$ cat src/rtl/frame_sync_deser.sv
// Frame synchroniser / deserialiser behind the CDR: hunts for a periodic sync
// byte, verifies it over VERIFY_N frames, then streams payload bytes MSB-first.
module frame_sync_deser #(
  parameter logic [7:0] SYNC_WORD = 8'h47,
  parameter int         FRAME_LEN = 16,
  parameter int         VERIFY_N  = 3,
  parameter int         MISS_N    = 2
) (
  input  logic       clk,
  input  logic       rst,
  input  logic       sample_en,
  input  logic       d_bb,
  output logic [7:0] byte_out,
  output logic       byte_valid,
  output logic       sof,
  output logic       locked,
  output logic [1:0] state,
  output logic [7:0] sync_err_cnt
);

  localparam int FB = (FRAME_LEN + 1) * 8;
  localparam int CW = $clog2(FB);
  localparam logic [CW-1:0] LAST       = CW'(FB - 1);
  localparam logic [3:0]    VERIFY_TGT = 4'(VERIFY_N);
  localparam logic [3:0]    MISS_TGT   = 4'(MISS_N);

  typedef enum logic [1:0] {
    HUNT   = 2'b00,
    VERIFY = 2'b01,
    LOCKED = 2'b10
  } state_t;

  state_t          state_q, state_d;
  logic            bit_stb;
  logic [6:0]      sr;
  logic [2:0]      fill;
  logic [CW-1:0]   bit_cnt_q, bit_cnt_d;
  logic [3:0]      hits_q, hits_d, miss_q, miss_d;
  logic [3:0]      hits_inc, miss_inc;
  logic [7:0]      w;
  logic            sync_ok, at_end;
  logic            emit, emit_sof, err_inc;

  // Candidate word is only trusted once seven earlier bits are in the shifter.
  assign w        = {sr, d_bb};
  assign sync_ok  = (fill == 3'd7) && (w == SYNC_WORD);
  assign at_end   = (bit_cnt_q == LAST);
  assign hits_inc = hits_q + 4'd1;
  assign miss_inc = miss_q + 4'd1;
  assign state    = state_q;

  // byte_valid is a one-cycle strobe with no backpressure: byte_out is new
  // exactly on cycles where byte_valid is high and holds otherwise.
  always_comb begin
    state_d   = state_q;
    bit_cnt_d = bit_cnt_q;
    hits_d    = hits_q;
    miss_d    = miss_q;
    emit      = 1'b0;
    emit_sof  = 1'b0;
    err_inc   = 1'b0;
    if (bit_stb) begin
      case (state_q)
        HUNT: begin
          if (sync_ok) begin
            bit_cnt_d = '0;
            hits_d    = 4'd1;
            miss_d    = 4'd0;
            state_d   = (VERIFY_N == 1) ? LOCKED : VERIFY;
          end
        end
        VERIFY: begin
          bit_cnt_d = bit_cnt_q + 1'b1;
          if (at_end) begin
            bit_cnt_d = '0;
            if (sync_ok) begin
              hits_d = hits_inc;
              if (hits_inc == VERIFY_TGT) begin
                state_d = LOCKED;
                miss_d  = 4'd0;
              end
            end else begin
              state_d = HUNT;
            end
          end
        end
        LOCKED: begin
          bit_cnt_d = bit_cnt_q + 1'b1;
          if (at_end) begin
            bit_cnt_d = '0;
            if (sync_ok) begin
              miss_d = 4'd0;
            end else begin
              miss_d  = miss_inc;
              err_inc = 1'b1;
              if (miss_inc == MISS_TGT) state_d = HUNT;
            end
          end else if (bit_cnt_q[2:0] == 3'd7) begin
            emit     = 1'b1;
            emit_sof = (bit_cnt_q == CW'(7));
          end
        end
        default: state_d = HUNT;
      endcase
    end
  end

  always_ff @(posedge clk or posedge rst) begin
    if (rst) begin
      bit_stb      <= 1'b0;
      sr           <= '0;
      fill         <= '0;
      state_q      <= HUNT;
      bit_cnt_q    <= '0;
      hits_q       <= '0;
      miss_q       <= '0;
      byte_out     <= '0;
      byte_valid   <= 1'b0;
      sof          <= 1'b0;
      locked       <= 1'b0;
      sync_err_cnt <= '0;
    end else begin
      bit_stb <= sample_en;
      if (bit_stb) begin
        sr <= w[6:0];
        if (fill != 3'd7) fill <= fill + 3'd1;
      end
      state_q    <= state_d;
      bit_cnt_q  <= bit_cnt_d;
      hits_q     <= hits_d;
      miss_q     <= miss_d;
      byte_valid <= emit;
      sof        <= emit_sof;
      if (emit) byte_out <= w;
      locked <= (state_d == LOCKED);
      if (err_inc && sync_err_cnt != 8'hFF) sync_err_cnt <= sync_err_cnt + 8'd1;
    end
  end

endmodule

$ cat config.mk
export PLATFORM = sky130hd
export DESIGN_NAME = frame_sync_deser
export DESIGN_NICKNAME = d
export VERILOG_FILES = /design/src/rtl/frame_sync_deser.sv
export SDC_FILE = /design/constraint.sdc
export NUM_CORES = 1
export LEC_CHECK = 0
export ABC_CLOCK_PERIOD_IN_PS = 3620
export CORE_MARGIN = 3
export CORE_UTILIZATION = 40
export CTS_BUF_LIST = sky130_fd_sc_hd__clkbuf_16
export CTS_CLUSTER_SIZE = 28
export DETAILED_ROUTE_END_ITERATION = 6
export GPL_ROUTABILITY_DRIVEN = 0
export PLACE_DENSITY_LB_ADDON = 0.25
export SLEW_MARGIN = 25
export SYNTH_ARGS = -nofsm -noshare
export SYNTH_HDL_FRONTEND = slang
export SYNTH_SLANG_ARGS = --single-unit
$ cat constraint.sdc
create_clock -name clk -period 3.62 [get_ports clk]
set_clock_uncertainty 0.1 [all_clocks]
set_input_delay 0.543 -clock clk [delete_from_list [all_inputs] [get_ports clk]]
set_output_delay 0.543 -clock clk [all_outputs]
set_load 0.01 [all_outputs]
Figure 1. M1 wires (run 1).
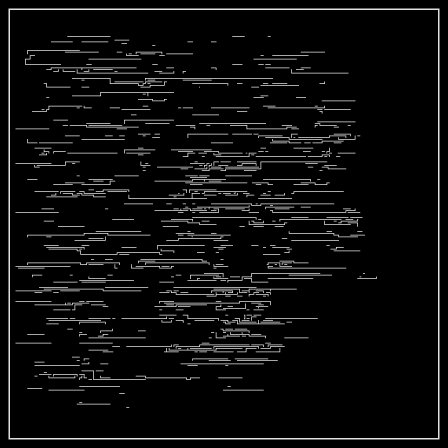
242 nets have wire on it. The layer holds 50% of the routed length. The layer carries 2220 um of wire. The longest straight run is 24.8 um. The wires run mostly horizontal.

Figure 2. M2 wires (run 1).
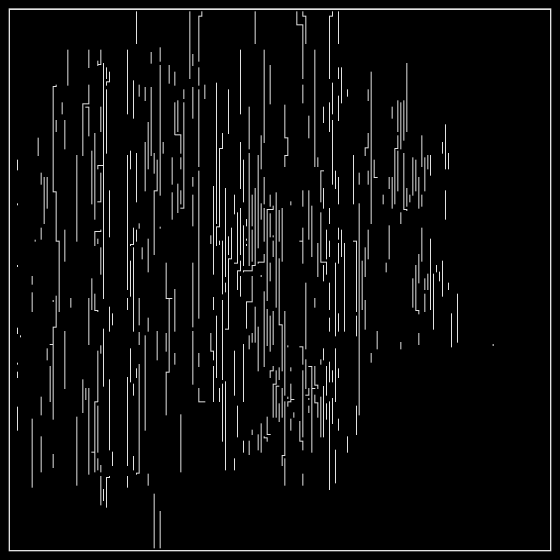
The wires run mostly vertical. The layer carries 2020 um of wire. The layer holds 46% of the routed length. 222 nets have wire on it. The longest straight run is 36.4 um.

==> results.toml, run 1 <==
# implementation run metrics
[die]
coreArea_sq_um = 5680
die_w_um = 83.6
die-area_sq_um = 6980
core.rowCount = 27
io_pins = 25

[worst_setup_path]
worstReg2RegStart = "bit_cnt_q[5]"
required_ns = 3.69
ff2ff_path_depth = 5
setup.worst_path.start_class = "register"
r2r_end = "miss_q[2]"
crit_path_max_incr_delay_ns = 0.53
path_cells = "nor4_1, nand4_1, a221o_1, or2_4, a221o_1"
crit_fanout = 11
cpMaxStageDelayCell = "a221o_1"
cp.arrival_ns = 2.78
crit_top_cell = "a221o_1"
critPathKind = "reg -> reg"

[yosys]
yosys_warnings = 0
ys_ff = 48
synth_top_cell_by_count = "dfrtp_1"
adder_share_pct = 6.76
yosys-top-cells-count = "48 x dfrtp_1, 38 x nand2_1"
ys_sh_xor_pct = 3.28
synthArstFlopShare_pct = 100
yosys_cells = 231
fp_nets = 248
yosys.area_share.aoi_pct = 10.5
synth_cells = 231
synth_cell_types = 42
synthSimpleGateAreaFrac_pct = 21.1
ys_sh_mux_pct = 6.08
synthFlopType = "dfrtp_1"
postSynthSeqShare_pct = 49.9
yosys.area.top_type = "dfrtp_1"
edf_count = 0
yosys.stat.chipArea_sq_um = 2410

[sta]
fmax_ghz = 0.369
hold_ws_ns = 0.375
rsz0062_at_grt = "false"
drv_slew = 0
fin_crit_ns = 2.71
post-route-period-util_pct = 75.0
max_slew.worst_pin.slew_ns = 0.797
hold_violations = 0

[cells_and_area]
drive_gt1_share_pct = 10.5
instances_no_fill = 329
regArea_sq_um = 1200
nFillCells = 522
final_util_pct = 50.4
synthToLayoutAreaGrowth_pct = 18.8
fin_nets = 274

[clocking]
cts_root_buf = "clkbuf_16"
post_cts_buffers = 0
h-tree-depth = 2
cts_buffers = 5
hold_buffers = 0
clock.latency.late_pin_ns = 0.28
path_clk_slew_ns = 0.06
clkSinkCount = 48
cts_tree = "built"

[global_route]
grt_max_degree = 49
antenna_found_initial = 0
grt_use_met2_pct = 22.1
grt_util_met3_pct = 3.06
grtUsageTotal_pct = 13.9
met1_usage_pct = 18.6
top_usage_layer = "met2"

[detailed_routing]
num_vias = 1783
totalWireLength_mm = 4.45
first_pass_iters = 7
first_iter_violations = 105
viasPerCell = 5.42

[placed_design]
placedCellCount = 322
dp_hpwl_mm = 3.12

[worst_hold_path]
min_from = "byte_out[3]"
min_path_type = "reg -> reg"
whs_path_depth = 2
hold_path_end = "byte_out[3]"

[job]
drv_cap = 0
warnings = 31

[status]
status = "complete, no violations"

[power_and_ir_drop]
power_per_cell_area_nw_per_um2 = 410
p_leak_nw = 1.28
Figure 3. Met3 routing (run 1).
The bar under the picture is 20 um long. Cells faint in the background.
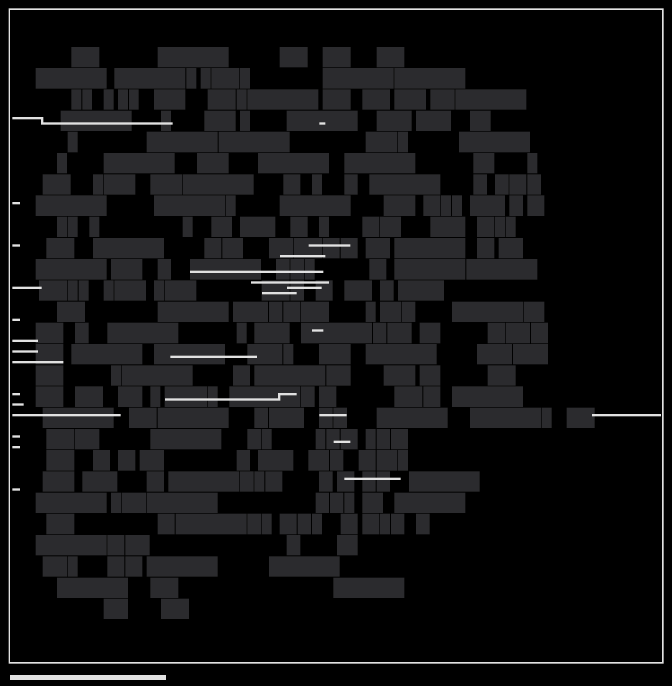
The longest straight run is 16.8 um. 24 nets have wire on it.

Figure 4. Register map, names as in the netlist (run 1).
The bar under the picture is 20 um long. Other sequential cells in the stronger gray, the rest of the logic in the fainter gray.
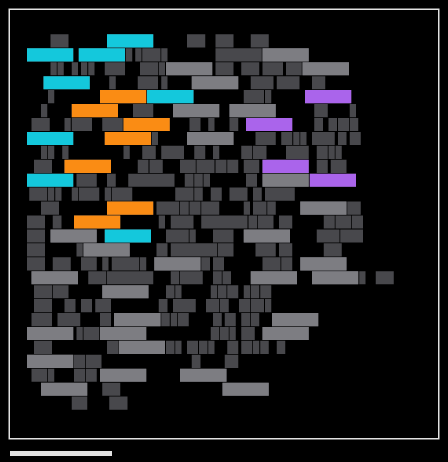
Key: purple = hits_q [flops 4]; orange = sr [flops 7]; cyan = byte_out [flops 8, where north-west]

[run 1: per-stage QoR]
step | setup WS, ns | cell area [sq um]
CTS | 0.909 | 2860
detailed placement | 0.679 | 2720
finish | 0.907 | 2860
floorplan | 1.12 | 2410
global placement | 0.713 | 2720
global route | 0.660 | 2860
[run 1: final cells by class]
class                      instances  area share, %
clock buffer                       5           4.38
clock inverter                     2          0.438
inverter                           9           1.23
multi-input combinational        168           40.1
sequential                        48           42.0
tap                               72           3.15
timing repair buffer              25           8.67
[run 1: placed cells by master (no fill, tap or decap), types with 3 or more instances in the layout]
| cell | instances |
|---|---|
| clkbuf_16 | 5 |
| mux2_2 | 13 |
| clkdlybuf4s50_1 | 24 |
| a31oi_1 | 3 |
| o31ai_1 | 3 |
| nor3_1 | 4 |
| nor4_1 | 4 |
| dfrtp_1 | 48 |
| nand3_1 | 13 |
| and3_1 | 8 |
| o21ai_0 | 13 |
| xnor2_1 | 7 |
| nand4_1 | 8 |
| nand2_1 | 38 |
| nand2b_1 | 5 |
| nor2_1 | 4 |
| inv_1 | 7 |
| a221o_1 | 3 |
| ha_1 | 13 |
[run 1: layer usage]
metal | share of wire, % | up-vias | wire, um
met5 | 0 | - | 0
met4 | 1.3 | 0 | 56
met3 | 3.4 | 5 | 151
met2 | 46 | 38 | 2020
met1 | 50 | 854 | 2220
li1 | - | 886 | -
[run 1: logic make-up (layout without fill, tap and decap cells)]
group                      after synthesis  after routing
and+or+nand+nor                         98             98
DFF                                     48             48
AOI/OAI and AO/OA                       35             35
buffers and inverters                   15             41
adders and majority gates               13             13
muxes                                   13             13
xor gates and xnor gates                 9              9
[run 1: registers in the layout, summed over array words and instances (netlist names)]
signal	cells
byte_out	8
state	2
fill	3
hits_q	4
sync_err_cnt	8
bit_stb	1
byte_valid	1
locked	1
bit_cnt_q	8
miss_q	4
sr	7
sof	1
[run 1: worst max-delay path: cells and delay by family (launching register included)]
family / cells / cell delay (ns)
flops: 1 / 0.42
simple gates: 3 / 1.21
compound gates: 2 / 0.87
[run 1: how the worst max path moves through the flow]
stage / startpoint / end / cells after the start
5_1_grt: bit_cnt_q[3] / byte_out[3] / 6
6_report: bit_cnt_q[5] / miss_q[2] / 5
3_3_place_gp: d_bb / miss_q[2] / 6
4_1_cts: bit_cnt_q[3] / miss_q[2] / 5
3_5_place_dp: d_bb / miss_q[2] / 6
2_1_floorplan: fill[0] / miss_q[2] / 8
[run 1: report_power, final]
part | total, W | internal (W) | switching (W) | leakage (nW)
Sequential | 0.000617 | 0.000579 | 0.0000380 | 0.621
Clock | 0.000440 | 0.000251 | 0.000189 | 0.0657
Combinational | 0.000115 | 0.0000641 | 0.0000510 | 0.593
Total | 0.00117 | 0.000894 | 0.000278 | 1.28
Figure 5. Routing congestion map (run 1).
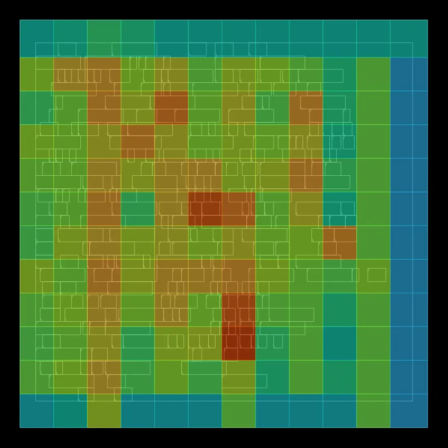

==> run 2: changes to the inputs <==
- ABC_CLOCK_PERIOD_IN_PS: 3620 -> 2370
- clock period: 3.62 -> 2.37 ns (I/O delays scaled with it)
Figure 6. Routing congestion map (run 2).
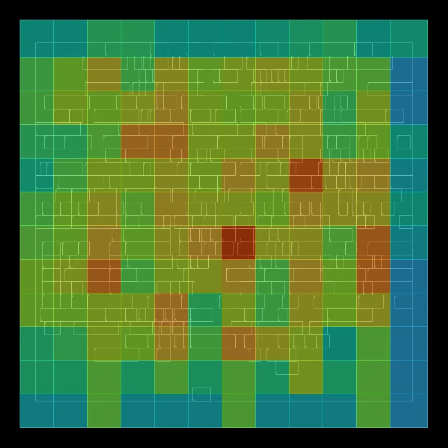
M1 GR Usage: 20.4%
M3 GR Usage: 2.96%
post-DR wirelength/cell: 13.5 um

Figure 7. M2 wires (run 2).
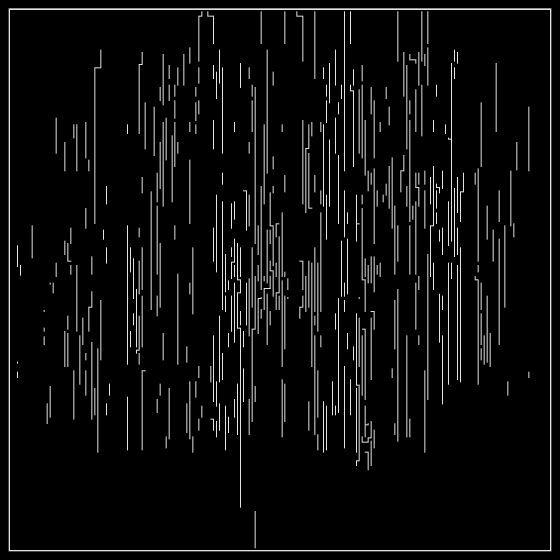
The wires run mostly vertical. 247 nets have wire on it. The layer carries 2270 um of wire.

==> run 2 against run 1 <==
Effect of this change: wire length is 8.2% higher; utilization is 5.6 points higher; via count is 4.0% higher; cell count is 8.2% higher; count of clock-buffer cells in the layout stayed put; combinational power is 120% higher; the run now ends with setup timing left; critical endpoint unchanged; largest power group unchanged; largest cell class is now combinational gates; register-to-register slack worse by 0.93 ns; clock power is 58% higher; sequential share of layout area is 4.2 points lower; maximum frequency is 13% higher; area after synthesis stayed put.
==> results.toml, run 2 <==
# implementation run metrics
[yosys]
synth_top_cell_by_count = "dfrtp_1"
yosys.stat.chipArea_sq_um = 2410
yosys_warnings = 0
synth_cell_types = 42
postSynthSeqShare_pct = 49.9
yosys-top-cells-count = "48 x dfrtp_1, 38 x nand2_1"
yosys_cells = 231
ys_ff = 48
synthFlopType = "dfrtp_1"
fp_nets = 248
synth_cells = 231

[global_route]
antenna_found_initial = 0
grt_max_degree = 49
grtUsageTotal_pct = 14.3

[clocking]
hold_buffers = 0
clkSinkCount = 48
cts_root_buf = "clkbuf_16"
h-tree-depth = 2
path_clk_slew_ns = 0.07
cts_tree = "built"
clock.latency.late_pin_ns = 0.28
cts_buffers = 5

[sta]
final-setup-viol-count = 1
worst_slack_ns = -0.0266
rsz0062_at_grt = "true"
hold_violations = 0
drv_slew = 0
hold_ws_ns = 0.329

[worst_setup_path]
worstReg2RegStart = "fill[0]"
crit_path_max_incr_delay_ns = 0.47
setup.worst_path.start_class = "register"
path_cells = "ha_2, ha_4, nand4bb_1, or4_4, a221o_1, or2_4, a221o_1"
r2r_end = "miss_q[2]"
required_ns = 2.44
crit_fanout = 4
path_delay_family = "simple AND/OR/NAND/NOR gates"

[detailed_routing]
num_vias = 1854
first_iter_violations = 64
totalWireLength_mm = 4.81
first_pass_iters = 4
viasPerCell = 5.21

[die]
io_pins = 25
die_w_um = 83.6
die-area_sq_um = 6980
coreArea_sq_um = 5680

[power_and_ir_drop]
power_per_cell_area_nw_per_um2 = 593
p_leak_nw = 1.43
clockPowerShare_pct = 36.9
p_sw_w = 0.000465
p_seq_share_pct = 49.9
switching_share_pct = 24.7
combPwrFrac_pct = 13.2

[placed_design]
placed_cell_area_sq_um = 2920
place_worst_setup_slack_ns = -0.336
placedCellCount = 345

[cells_and_area]
drive_gt1_share_pct = 23.2
instances_no_fill = 356
fin_nets = 300
reg.largest.list = "bit_cnt_q (8), byte_out (8), sync_err_cnt (8)"
synthToLayoutAreaGrowth_pct = 32.0
lay_top_count = "dfrtp_1"

[status]
status = "finished with violations"
violations = "setup timing"

[job]
drv_cap = 0
==> run 2: worst register-to-register path, stage by stage, from the launching register on <==
cell and delay (ns):
dfrtp_1 0.36, ha_2 0.19, ha_4 0.12, nand4bb_1 0.14
or4_4 0.47, a221o_1 0.33, or2_4 0.26, a221o_1 0.31
==> run 2: layout make-up <==
type / instances / area (sq um)
inverters: 9 / 33.8
repair buffers: 51 / 455
well taps: 72 / 90.1
fillers: 494 / 2500
clock buffers: 5 / 125
flip-flops and latches: 48 / 1200
clock inverters: 3 / 23.8
multi-input cells: 168 / 1250
==> run 2: power by group through the flow <==
stage	registers, W	logic (W)	clock network [W]
2_1_floorplan	0.000944	0.000161	0
3_3_place_gp	0.000949	0.000235	0
3_5_place_dp	0.000951	0.000243	0
4_1_cts	0.000937	0.000248	0.000718
5_1_grt	0.000947	0.000282	0.000758
6_report	0.000940	0.000249	0.000696
==> run 2: what timing repair did <==
item,in CTS,in global routing
setup buffers,2,2
endpoints found under the hold margin,0,0
pin swaps,1,7
endpoints found under the setup margin,12,14
resized,4,12
==> run 2: how the worst min path moves through the flow <==
stage                      from               to  slack (ns)  cells after the start
floorplan             sample_en          bit_stb        0.29                      0
global placement    byte_out[0]      byte_out[0]        0.36                      2
detailed placement  byte_out[4]      byte_out[4]        0.36                      2
CTS                         rst          fill[1]        0.33                      3
global route                rst  sync_err_cnt[0]        0.34                      3
finish                      rst  sync_err_cnt[0]        0.33                      3
==> run 2: cell families after synthesis <==
group,count (synthesis),synth area share [%]
adders and majority gates,13,6.76
xor gates and xnor gates,9,3.28
muxes,13,6.08
buffers and inverters,15,2.39
DFF,48,49.9
and+or+nand+nor,98,21.1
AOI/OAI and AO/OA,35,10.5
==> run 2: routing by layer <==
metal / up-vias / global-route usage, % / part of all wire [%]
li1: 940 / - / -
met1: 889 / 20.4 / 50
met5: - / 0 / 0
met2: 21 / 22.4 / 47
met4: 0 / 3.51 / 0.60
met3: 4 / 2.96 / 2.6
==> run 2: through the flow <==
step                setup TNS (ns)  util [%]
floorplan                  -0.0611         -
global placement             -2.03      51.5
detailed placement           -2.14      51.5
CTS                        -0.0353      54.8
global route                -0.513      56.0
finish                     -0.0266      56.0
Power figures rest on the tool's default switching activity, not on a simulated workload.
